The metal 3 layer:
Drawn at 4 px/um. Cells faint in the background.
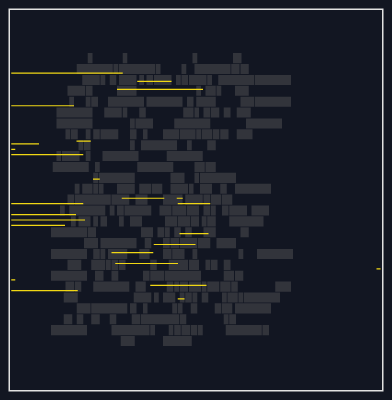
Wiring heat map:
Drawn at 4 px/um. 19 x 19 tiles, from dark purple (low) to yellow (high), scaled to the fullest tile. Values are wire area over tile area, all layers added.
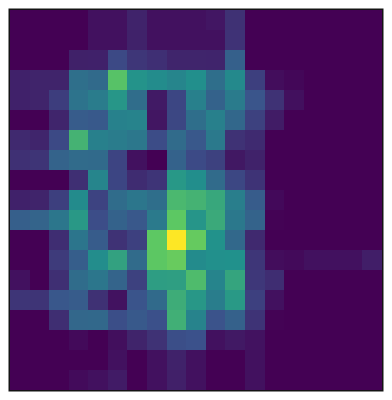
--- src/rtl/mssd_frame_gen_pkg.sv ---
// Shared definitions for the MSSD frame generator: default field widths, idle line level and
// the FSM state type.
package mssd_frame_gen_pkg;

  localparam int unsigned DefPortW = 2;
  localparam int unsigned DefLenW  = 4;
  localparam int unsigned DefDataW = (1 << DefLenW) - 1;

  localparam logic IdleLevel = 1'b1;

  typedef enum logic [2:0] {
    StIdle  = 3'd0,
    StStart = 3'd1,
    StPort  = 3'd2,
    StLen   = 3'd3,
    StData  = 3'd4,
    StGap   = 3'd5
  } state_e;

  function automatic int unsigned max_w(input int unsigned a, input int unsigned b);
    return (a > b) ? a : b;
  endfunction

endpackage

--- src/rtl/mssd_frame_gen_if.sv ---
// Request/serial-line bundle between the frame generator and its driver (switches or harness).
interface mssd_frame_gen_if #(
  parameter int unsigned PORT_W = 2,
  parameter int unsigned LEN_W  = 4,
  parameter int unsigned DATA_W = 15
);
  logic              bit_en;
  logic              start;
  logic [PORT_W-1:0] port_sel;
  logic [LEN_W-1:0]  len;
  logic [DATA_W-1:0] payload;
  logic              ser_out;
  logic              ready;
  logic              busy;
  logic              frame_done;

  modport master (
    output bit_en, start, port_sel, len, payload,
    input  ser_out, ready, busy, frame_done
  );

  modport slave (
    input  bit_en, start, port_sel, len, payload,
    output ser_out, ready, busy, frame_done
  );
endinterface

--- src/rtl/mssd_frame_gen_piso.sv ---
// Loadable parallel-in serial-out register; o_bit is the LSB, shifting moves the next bit down.
module mssd_frame_gen_piso #(
  parameter int unsigned Width = 15
) (
  input  logic             i_clk,
  input  logic             i_rst_n,
  input  logic             i_load,
  input  logic [Width-1:0] i_data,
  input  logic             i_shift,
  output logic             o_bit
);

  logic [Width-1:0] r_sr;

  always_ff @(posedge i_clk or negedge i_rst_n) begin
    if (!i_rst_n) begin
      r_sr <= '0;
    end else if (i_load) begin
      r_sr <= i_data;
    end else if (i_shift) begin
      r_sr <= {1'b0, r_sr[Width-1:1]};
    end
  end

  assign o_bit = r_sr[0];

endmodule

--- src/rtl/mssd_frame_gen.sv ---
// Serialises one MSSD frame (start '0', port, length, payload, gap '1') onto the receiver's
// SerIn line, advancing one bit per bit_en strobe.
module mssd_frame_gen
  import mssd_frame_gen_pkg::*;
#(
  parameter int unsigned PORT_W = DefPortW,
  parameter int unsigned LEN_W  = DefLenW,
  parameter int unsigned DATA_W = DefDataW
) (
  input logic              i_clk,
  input logic              i_rst_n,
  mssd_frame_gen_if.slave  bus
);

  localparam int unsigned CntW = max_w(PORT_W, LEN_W);
  localparam int unsigned HdrW = PORT_W + LEN_W;

  localparam logic [CntW-1:0]  PortLast = CntW'(PORT_W - 1);
  localparam logic [CntW-1:0]  LenLast  = CntW'(LEN_W - 1);
  localparam logic [CntW-1:0]  CntOne   = CntW'(1);
  localparam logic [LEN_W-1:0] LenOne   = LEN_W'(1);

  state_e            r_state, w_state_d;
  logic              r_ser, w_ser_d;
  logic              r_busy, w_busy_d;
  logic              r_ready, w_ready_d;
  logic              r_done, w_done_d;
  logic [CntW-1:0]   r_cnt, w_cnt_d;
  logic [HdrW-1:0]   r_hdr, w_hdr_d;
  logic [LEN_W-1:0]  r_len, w_len_d;
  logic              w_piso_load;
  logic              w_piso_shift;
  logic              w_piso_bit;
  logic              w_hdr_msb;

  assign w_hdr_msb = r_hdr[HdrW-1];

  mssd_frame_gen_piso #(
    .Width (DATA_W)
  ) u_piso (
    .i_clk   (i_clk),
    .i_rst_n (i_rst_n),
    .i_load  (w_piso_load),
    .i_data  (bus.payload),
    .i_shift (w_piso_shift),
    .o_bit   (w_piso_bit)
  );

  always_ff @(posedge i_clk or negedge i_rst_n) begin
    if (!i_rst_n) begin
      r_state <= StIdle;
      r_ser   <= IdleLevel;
      r_busy  <= 1'b0;
      r_ready <= 1'b1;
      r_done  <= 1'b0;
      r_cnt   <= '0;
      r_hdr   <= '0;
      r_len   <= '0;
    end else begin
      r_state <= w_state_d;
      r_ser   <= w_ser_d;
      r_busy  <= w_busy_d;
      r_ready <= w_ready_d;
      r_done  <= w_done_d;
      r_cnt   <= w_cnt_d;
      r_hdr   <= w_hdr_d;
      r_len   <= w_len_d;
    end
  end

  // Port and length go out MSB first from one shared header shifter; r_cnt marks the field
  // boundary and later counts remaining payload bits.
  always_comb begin
    w_state_d    = r_state;
    w_ser_d      = r_ser;
    w_busy_d     = r_busy;
    w_ready_d    = r_ready;
    w_done_d     = 1'b0;
    w_cnt_d      = r_cnt;
    w_hdr_d      = r_hdr;
    w_len_d      = r_len;
    w_piso_load  = 1'b0;
    w_piso_shift = 1'b0;

    unique case (r_state)
      StIdle: begin
        // A coincident bit_en is deliberately ignored so the start bit lasts a full period.
        if (bus.start && r_ready) begin
          w_state_d   = StStart;
          w_ser_d     = 1'b0;
          w_busy_d    = 1'b1;
          w_ready_d   = 1'b0;
          w_hdr_d     = {bus.port_sel, bus.len};
          w_len_d     = bus.len;
          w_piso_load = 1'b1;
        end
      end
      StStart: begin
        if (bus.bit_en) begin
          w_state_d = StPort;
          w_ser_d   = w_hdr_msb;
          w_hdr_d   = r_hdr << 1;
          w_cnt_d   = PortLast;
        end
      end
      StPort: begin
        if (bus.bit_en) begin
          w_ser_d = w_hdr_msb;
          w_hdr_d = r_hdr << 1;
          if (r_cnt == '0) begin
            w_state_d = StLen;
            w_cnt_d   = LenLast;
          end else begin
            w_cnt_d = r_cnt - CntOne;
          end
        end
      end
      StLen: begin
        if (bus.bit_en) begin
          if (r_cnt != '0) begin
            w_ser_d = w_hdr_msb;
            w_hdr_d = r_hdr << 1;
            w_cnt_d = r_cnt - CntOne;
          end else if (r_len != '0) begin
            w_state_d    = StData;
            w_ser_d      = w_piso_bit;
            w_piso_shift = 1'b1;
            w_cnt_d      = CntW'(r_len - LenOne);
          end else begin
            w_state_d = StGap;
            w_ser_d   = IdleLevel;
          end
        end
      end
      StData: begin
        if (bus.bit_en) begin
          if (r_cnt == '0) begin
            w_state_d = StGap;
            w_ser_d   = IdleLevel;
          end else begin
            w_ser_d      = w_piso_bit;
            w_piso_shift = 1'b1;
            w_cnt_d      = r_cnt - CntOne;
          end
        end
      end
      StGap: begin
        if (bus.bit_en) begin
          w_state_d = StIdle;
          w_ser_d   = IdleLevel;
          w_busy_d  = 1'b0;
          w_ready_d = 1'b1;
          w_done_d  = 1'b1;
        end
      end
      default: begin
        w_state_d = StIdle;
        w_ser_d   = IdleLevel;
        w_busy_d  = 1'b0;
        w_ready_d = 1'b1;
      end
    endcase
  end

  assign bus.ser_out    = r_ser;
  assign bus.ready      = r_ready;
  assign bus.busy       = r_busy;
  assign bus.frame_done = r_done;

endmodule

--- src/flat_wrapper.sv ---
// flat-port wrapper written by rule: the top's interface ports become plain ports
module mssd_frame_gen_flat import mssd_frame_gen_pkg::*;
#(
  parameter int unsigned PORT_W = DefPortW,
  parameter int unsigned LEN_W  = DefLenW,
  parameter int unsigned DATA_W = DefDataW
)
  (i_clk, i_rst_n, bus_bit_en, bus_start, bus_port_sel, bus_len, bus_payload, bus_ser_out, bus_ready, bus_busy, bus_frame_done);
  mssd_frame_gen_if #(.PORT_W(PORT_W), .LEN_W(LEN_W), .DATA_W(DATA_W)) bus_i ();
  input logic i_clk;
  input logic i_rst_n;
  input wire logic [$bits(bus_i.bit_en)-1:0] bus_bit_en;
  input wire logic [$bits(bus_i.start)-1:0] bus_start;
  input wire logic [$bits(bus_i.port_sel)-1:0] bus_port_sel;
  input wire logic [$bits(bus_i.len)-1:0] bus_len;
  input wire logic [$bits(bus_i.payload)-1:0] bus_payload;
  output wire logic [$bits(bus_i.ser_out)-1:0] bus_ser_out;
  output wire logic [$bits(bus_i.ready)-1:0] bus_ready;
  output wire logic [$bits(bus_i.busy)-1:0] bus_busy;
  output wire logic [$bits(bus_i.frame_done)-1:0] bus_frame_done;
  assign bus_i.bit_en = bus_bit_en;
  assign bus_i.start = bus_start;
  assign bus_i.port_sel = bus_port_sel;
  assign bus_i.len = bus_len;
  assign bus_i.payload = bus_payload;
  assign bus_ser_out = bus_i.ser_out;
  assign bus_ready = bus_i.ready;
  assign bus_busy = bus_i.busy;
  assign bus_frame_done = bus_i.frame_done;
  mssd_frame_gen #(.PORT_W(PORT_W), .LEN_W(LEN_W), .DATA_W(DATA_W)) u_core (.i_clk(i_clk), .i_rst_n(i_rst_n), .bus(bus_i));
endmodule
--- config.mk ---
export PLATFORM = sky130hd
export DESIGN_NAME = mssd_frame_gen_flat
export DESIGN_NICKNAME = d
export VERILOG_FILES = /design/src/rtl/mssd_frame_gen_pkg.sv /design/src/rtl/mssd_frame_gen_if.sv /design/src/rtl/mssd_frame_gen_piso.sv /design/src/rtl/mssd_frame_gen.sv /design/src/flat_wrapper.sv
export SDC_FILE = /design/constraint.sdc
export NUM_CORES = 1
export LEC_CHECK = 0
export CAP_MARGIN = 20
export CORE_AREA = 10 10 83 85
export DETAILED_ROUTE_END_ITERATION = 10
export DIE_AREA = 0 0 93 95
export DONT_BUFFER_PORTS = 1
export GPL_TIMING_DRIVEN = 0
export PLACE_DENSITY = 0.61
export SYNTH_ARGS = -nofsm -noshare
export SYNTH_HDL_FRONTEND = slang
export SYNTH_SLANG_ARGS = --single-unit
--- constraint.sdc ---
create_clock -name i_clk -period 2.5 [get_ports i_clk]
set_input_delay 0.25 -clock i_clk [delete_from_list [all_inputs] [get_ports i_clk]]
set_output_delay 0.25 -clock i_clk [all_outputs]
set_load 0.01 [all_outputs]
==> notes.md <==
Results of the run.

The flow ran to the end, and the final reports show no timing, DRC or antenna violations. The final tally of hold violations is 0. Total power for the finished layout comes to 2.49 mW. At the floorplan stage, the core utilization is reported as 40.7%. Along the worst path, the maximum fanout reaches 10.

The final tally of setup violations is 0. The detailed-routing iteration count for the pre-antenna-repair pass is 4. The number of inserted filler cells in the final layout is 560. Looking at the cell usage after synthesis, the top flip-flop cell is sky130_fd_sc_hd__dfrtp_1. The global-route wire length before repair is 8390 um. The switching power is 1.00 mW. The number of pins with negative max-slew slack in the final report is 0.

The remaining global-route overflow is 0. Once placement completed, the tool counted placed cells totaling 302. The capture point of the critical path was reported as u_core.u_piso.r_sr[10]. The startpoint kind of the worst setup timing path is a flop. The internal portion of total power is 1.49 mW. The highest metal layer carrying signal wires in the routed design is met4. By instance count after routing, the leading logic cell types are sky130_fd_sc_hd__nand2_1 (44), sky130_fd_sc_hd__dfrtp_1 (34), sky130_fd_sc_hd__a21oi_1 (16), sky130_fd_sc_hd__o21ai_0 (16), sky130_fd_sc_hd__o211ai_2 (9). In this run the critical register-to-register path is captured at u_core.u_piso.r_sr[10]. The count of port buffers added during placement is 0.

The area fraction in compound gates is 25.9%. Of the cells placed in the final design, the portion with a size suffix greater than 1 is ~18%. The synthesized design spends more area on one cell type than any other, namely sky130_fd_sc_hd__dfrtp_1. Clock cells make up about 3.3% of the layout cell area. Hold is met by slightly below 70 ps. The post-CTS clock slew at the launch and capture registers of the worst setup and hold paths is 70 ps. The most instantiated library cell after synthesis is sky130_fd_sc_hd__nand2_1. After global routing, the most crowded layer is met2. The clock sink total is 36. The clock network power consumption is 403 uW. The met2 demand-to-capacity share in global routing is around 18%. The tally of clock buffers in the finished layout is 6.

Summing over every cut layer, the via total after detailed routing is 1703. Yosys reports the multiplexer fraction of the synthesized area as approximately 3.2%. The timing report gives the worst reg2reg path a setup slack of 410 ps.

The pin count of the biggest net entering global routing is 37. The library cell used most frequently in the layout, excluding fill and tap cells, is sky130_fd_sc_hd__nand2_1. The multi-input combinational gate total is 168. In this run, synthesis inferred 0 flip-flops with an integrated enable.

The final antenna diode tally reported by the flow is 0. The smallest setup slack after layout is 414 ps. The sum of negative setup slack is 0 ps. Once detail routing completed, the nets flagged for antenna violations numbered 0. The worst hold path class is in -> reg. For this sky-water flow run, the detailed-routed wirelength per cell is reported as around 16 um.

According to the Yosys statistics, the synthesized design has a chip area of 2170 um2. The area overhead of the layout relative to synthesis is 9.09%. After Yosys synthesis, full adders, half adders and majority gates account for 2.30% of the synthesized area.

The area of the core is about 5300 um2. The worst setup path is captured at a flop. Per STA, the highest per-stage delay on the worst path measures 420 ps. The worst register-to-register path begins at u_core.r_cnt[0].

The proportion of register bits with asynchronous set or reset after synthesis is 100%. Per the log, the first TritonRoute iteration ended with a DRC count of 137. The post-route standard cell area excluding fillers is 2370 um2. The number of register bits inferred by synthesis is 36. Of all the cell area in the finished design, non-clock buffers hold between 6 and 7%.

The sequential logic power is 973 uW. According to the timing report, the data required time at the worst endpoint equals 2720 ps. The sequential power share is 39.0%. Cells fill 44.4% of the core in the end.

After layout, the worst path uses 83.5% of the clock period. Gates resized during post-CTS repair numbered 0. The post-detailed-routing wire length is 5030 um. The routed wire length on met3 is 261 um. The flip-flop count of the largest register after layout is 15.

The post-detailed-placement half-perimeter wirelength is between 3000 and 4000 um. The cell type taking the most area is logic gates. The fraction of the mapped netlist area in simple logic gates is between 10% and 20%. The tightest slew margin relative to the limit is 62.1%. For this run, the detailed router reports a per-instance via density of between 5 and 6. The DRC violation total left in the routed layout is recorded as 0. On met3, the global router reports a usage of 3.97%. The beginning of the critical path is u_core.r_cnt[0]. The number of antenna violations at the first check in global routing is 0. For reference, XOR and XNOR gates occupy about 1.2% of the area reported after synthesis. Counting every net in the synthesized netlist gives 259.

In this run the cell area measured after placement is ~2300 um2.
Back to the opening pictures, 'the metal 3 layer':
wire length on this layer: 262 um
longest straight run: 27.6 um
nets with wire on the layer: 22

Back to the opening pictures, 'wiring heat map':
fullest tile: 0.56
nearly empty tiles: 40%
mean over tiles: 0.090

No activity file was given, so power comes from the tool's default toggle rates.
